### config.mk
export PLATFORM = sky130hd
export DESIGN_NAME = priority_decoder
export DESIGN_NICKNAME = d
export VERILOG_FILES = /design/src/rtl/priority_decoder.sv
export SDC_FILE = /design/constraint.sdc
export NUM_CORES = 1
export LEC_CHECK = 0
export CORE_ASPECT_RATIO = 2
export CORE_MARGIN = 10
export CORE_UTILIZATION = 35
export DETAILED_ROUTE_END_ITERATION = 12
export PLACE_DENSITY = 0.56
export SLEW_MARGIN = 20
export SYNTH_ARGS = -nofsm -noshare
export SYNTH_HDL_FRONTEND = slang
export SYNTH_SLANG_ARGS = --single-unit
### constraint.sdc
create_clock -name clk -period 6.03 [get_ports clk]
set_input_delay 1.206 -clock clk [delete_from_list [all_inputs] [get_ports clk]]
set_output_delay 1.206 -clock clk [all_outputs]
set_load 0.005 [all_outputs]
### src/rtl/priority_decoder.sv
// Buffered one-hot decoder: accepts encoded positions over valid/ready, queues them
// pre-decoded in a small FIFO, and presents them through a registered output stage.
module priority_decoder #(
    parameter int N     = 4,
    parameter int POS_W = $clog2(N),
    parameter int DEPTH = 4
) (
    input  logic                          clk,
    input  logic                          rst,
    input  logic                          in_valid,
    output logic                          in_ready,
    input  logic [POS_W-1:0]              pos,
    input  logic                          none,
    output logic                          out_valid,
    input  logic                          out_ready,
    output logic [N-1:0]                  onehot,
    output logic [$clog2(DEPTH+2)-1:0]    level,
    output logic                          err
);

    localparam int PTR_W = $clog2(DEPTH);
    localparam int CNT_W = $clog2(DEPTH+1);
    localparam int LVL_W = $clog2(DEPTH+2);

    logic [N-1:0]     mem [DEPTH];
    logic [PTR_W-1:0] wr_ptr_reg;
    logic [PTR_W-1:0] rd_ptr_reg;
    logic [CNT_W-1:0] count_reg;
    logic             out_valid_reg;
    logic [N-1:0]     onehot_reg;
    logic             err_reg;
    logic [LVL_W-1:0] level_reg;

    logic [N-1:0]     decoded;
    logic             illegal;
    logic             accept;
    logic             out_free;
    logic             pop;
    logic             fall;
    logic             push;
    logic [CNT_W-1:0] count_next;
    logic             out_valid_next;
    logic [LVL_W-1:0] level_next;

    // Out-of-range positions match no bit, so they decode to all zero naturally.
    generate
        for (genvar gi = 0; gi < N; gi++) begin : g_dec
            assign decoded[gi] = !none && (pos == POS_W'(gi));
        end
    endgenerate

    assign illegal  = !none && ({1'b0, pos} >= (POS_W+1)'(N));
    assign in_ready = (count_reg < CNT_W'(DEPTH));
    assign accept   = in_valid && in_ready;
    assign out_free = !out_valid_reg || out_ready;
    assign pop      = out_free && (count_reg != '0);
    // Bypass only when the FIFO is empty, which keeps strict arrival order.
    assign fall     = out_free && (count_reg == '0) && accept;
    assign push     = accept && !fall;

    always_comb begin
        count_next = count_reg;
        if (push && !pop) begin
            count_next = count_reg + CNT_W'(1);
        end else if (pop && !push) begin
            count_next = count_reg - CNT_W'(1);
        end
        out_valid_next = out_free ? (pop || fall) : out_valid_reg;
        level_next     = LVL_W'(count_next) + LVL_W'(out_valid_next);
    end

    always_ff @(posedge clk) begin
        if (!rst && push) begin
            mem[wr_ptr_reg] <= decoded;
        end
    end

    always_ff @(posedge clk) begin
        if (rst) begin
            wr_ptr_reg    <= '0;
            rd_ptr_reg    <= '0;
            count_reg     <= '0;
            out_valid_reg <= 1'b0;
            onehot_reg    <= '0;
            err_reg       <= 1'b0;
            level_reg     <= '0;
        end else begin
            if (push) begin
                wr_ptr_reg <= wr_ptr_reg + PTR_W'(1);
            end
            if (pop) begin
                rd_ptr_reg <= rd_ptr_reg + PTR_W'(1);
            end
            count_reg <= count_next;
            if (out_free) begin
                out_valid_reg <= pop || fall;
                if (pop) begin
                    onehot_reg <= mem[rd_ptr_reg];
                end else if (fall) begin
                    onehot_reg <= decoded;
                end
            end
            if (accept && illegal) begin
                err_reg <= 1'b1;
            end
            level_reg <= level_next;
        end
    end

    assign out_valid = out_valid_reg;
    assign onehot    = onehot_reg;
    assign err       = err_reg;
    assign level     = level_reg;

endmodule

Fig. 1: signal wires on met1
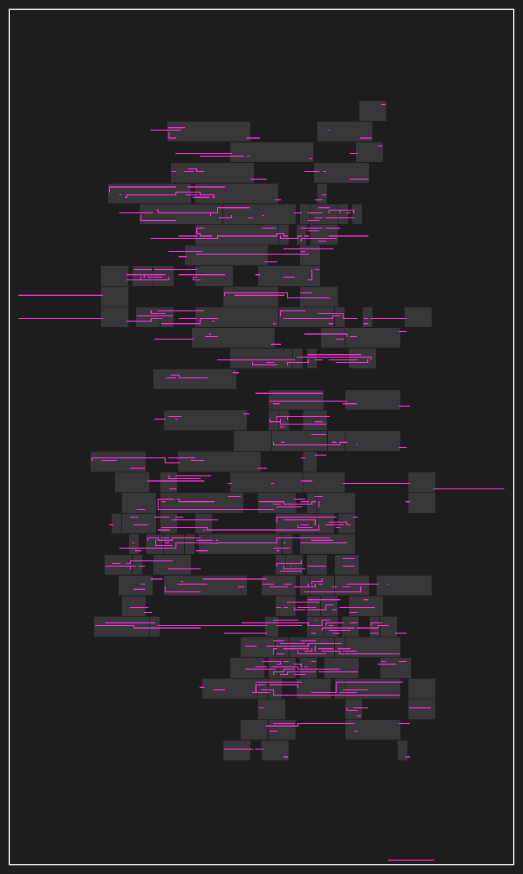
nets with wire on the layer: 138
share of all routed wire: 37%
longest straight run: 16.6 um
main direction: horizontal
DR vias: 921
grt met1 use: 7.12%
DRT Wirelength: 2780 um

Fig. 2: metal 2
Scale bar: 20 um.
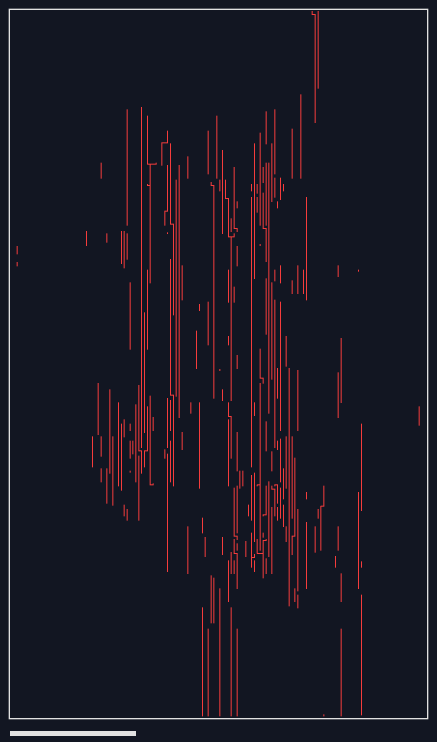
share of all routed wire: 57%
wire length on this layer: 1,570 um
longest straight run: 54.1 um

Fig. 3: the metal 3 layer
Scale bar: 20 um.
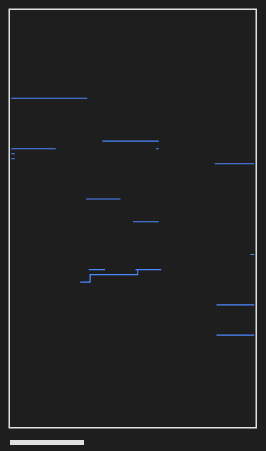
main direction: horizontal
longest straight run: 20.2 um

Fig. 4: clock nets
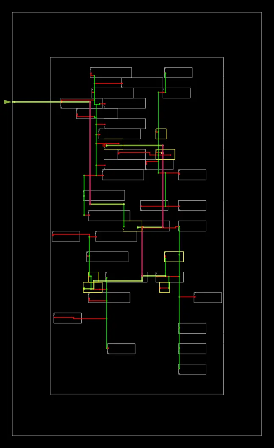
Clock Buffer Count: 5
Num CTS Buffers: 5

Fig. 5: signal metal coverage by tile
Scale bar: 20 um. The die is cut into 13 by 23 equal tiles; dark purple is low, yellow is high, scaled to the fullest tile. Values are wire area over tile area, all layers added.
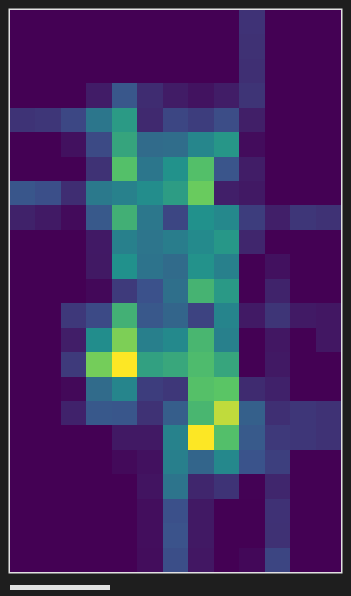
nearly empty tiles: 46%
densest ninth of the die: centre
emptiest ninth of the die: lower left
tiles over half the peak: 9.7%
mean over tiles: 0.059

==> metrics.cfg <==
[global_route]
grt_pass1_wl_um = 4550
first_global_vias = 997
gr-usage-met2_pct = 14.5
grt_max_degree = 18

[worst_setup_path]
critPathMaxStageDelay_ns = 0.47
crit_chain = clkdlybuf4s50_1, nand2b_1, a21oi_1, xnor2_1, ha_1, ha_1, nor2b_1, mux2_1
rrSetupSlack_ns = 3.91
r2r-end = level[2]
required_ns = 6.21
crit_top_cell = ha_1

[timing]
slew_violations = 0
period_needed_ns = 3.00
setup_slack_ns = 3.03
setup_viol = 0
fin_tns_setup_ns = 0
finClkSkew_ns = 0.00265

[finish]
fillers = 405
layout.nets = 153
comb_share_pct = 35.2
logic_gates = 75
inverters = 7
seq_area_um2 = 821

[synth]
flop_cell = dfxtp_1
ys_sh_mux_pct = 7.92
top_logic_kind = simple AND/OR/NAND/NOR gates
syn_nets = 135
synthDistinctLibCells = 36
async_reset_ff_share_pct = 0

[detailed_routing]
via_per_inst = 4.85
top_layer_used = met4
wl_met3_um = 124
drc = 0

[cts]
cts-hold-fix-buffers = 0
cts_tree = done
clk_latency_ns = 0.29
clock_sinks = 33

[pwr]
p_leak_uw = 0.000660
powerDensity_nw_per_um2 = 447
pwr-share-comb_pct = 39.1

[status]
status = complete, no violations

[hold_path]
whs_endpoint = onehot[0]
hold_path_startpoint = onehot[0]

[floorplan]
die_area_um2 = 7460
ios = 17

[placement]
hpwl_um = 2200

-- tightest hold or removal path: stages (launching register included) --
cell and delay, ns:
dfxtp_1 0.31, nor2_1 0.10, a2111oi_1 0.06
-- power by group through the flow --
stage	Clock [uW]	Combinational [uW]	Sequential, uW
floorplan	0	226	317
global placement	0	312	322
finish	167	311	317
detailed placement	0	316	323
CTS	171	318	318
global route	183	351	323
-- through the flow --
| stage | instance area (um2) | instances | hold slack [ns] | util (%) |
|---|---|---|---|---|
| after detailed placement | 1690 | 182 | 0.513 | 40.9 |
| after floorplan | 1500 | 119 | 0.485 | - |
| after global placement | 1690 | 182 | 0.503 | 40.9 |
| after CTS | 1780 | 190 | 0.520 | 43.1 |
| after global routing | 1780 | 190 | 0.560 | 43.1 |
| final | 1780 | 190 | 0.513 | 43.1 |
Power and IR drop assume default switching activity.
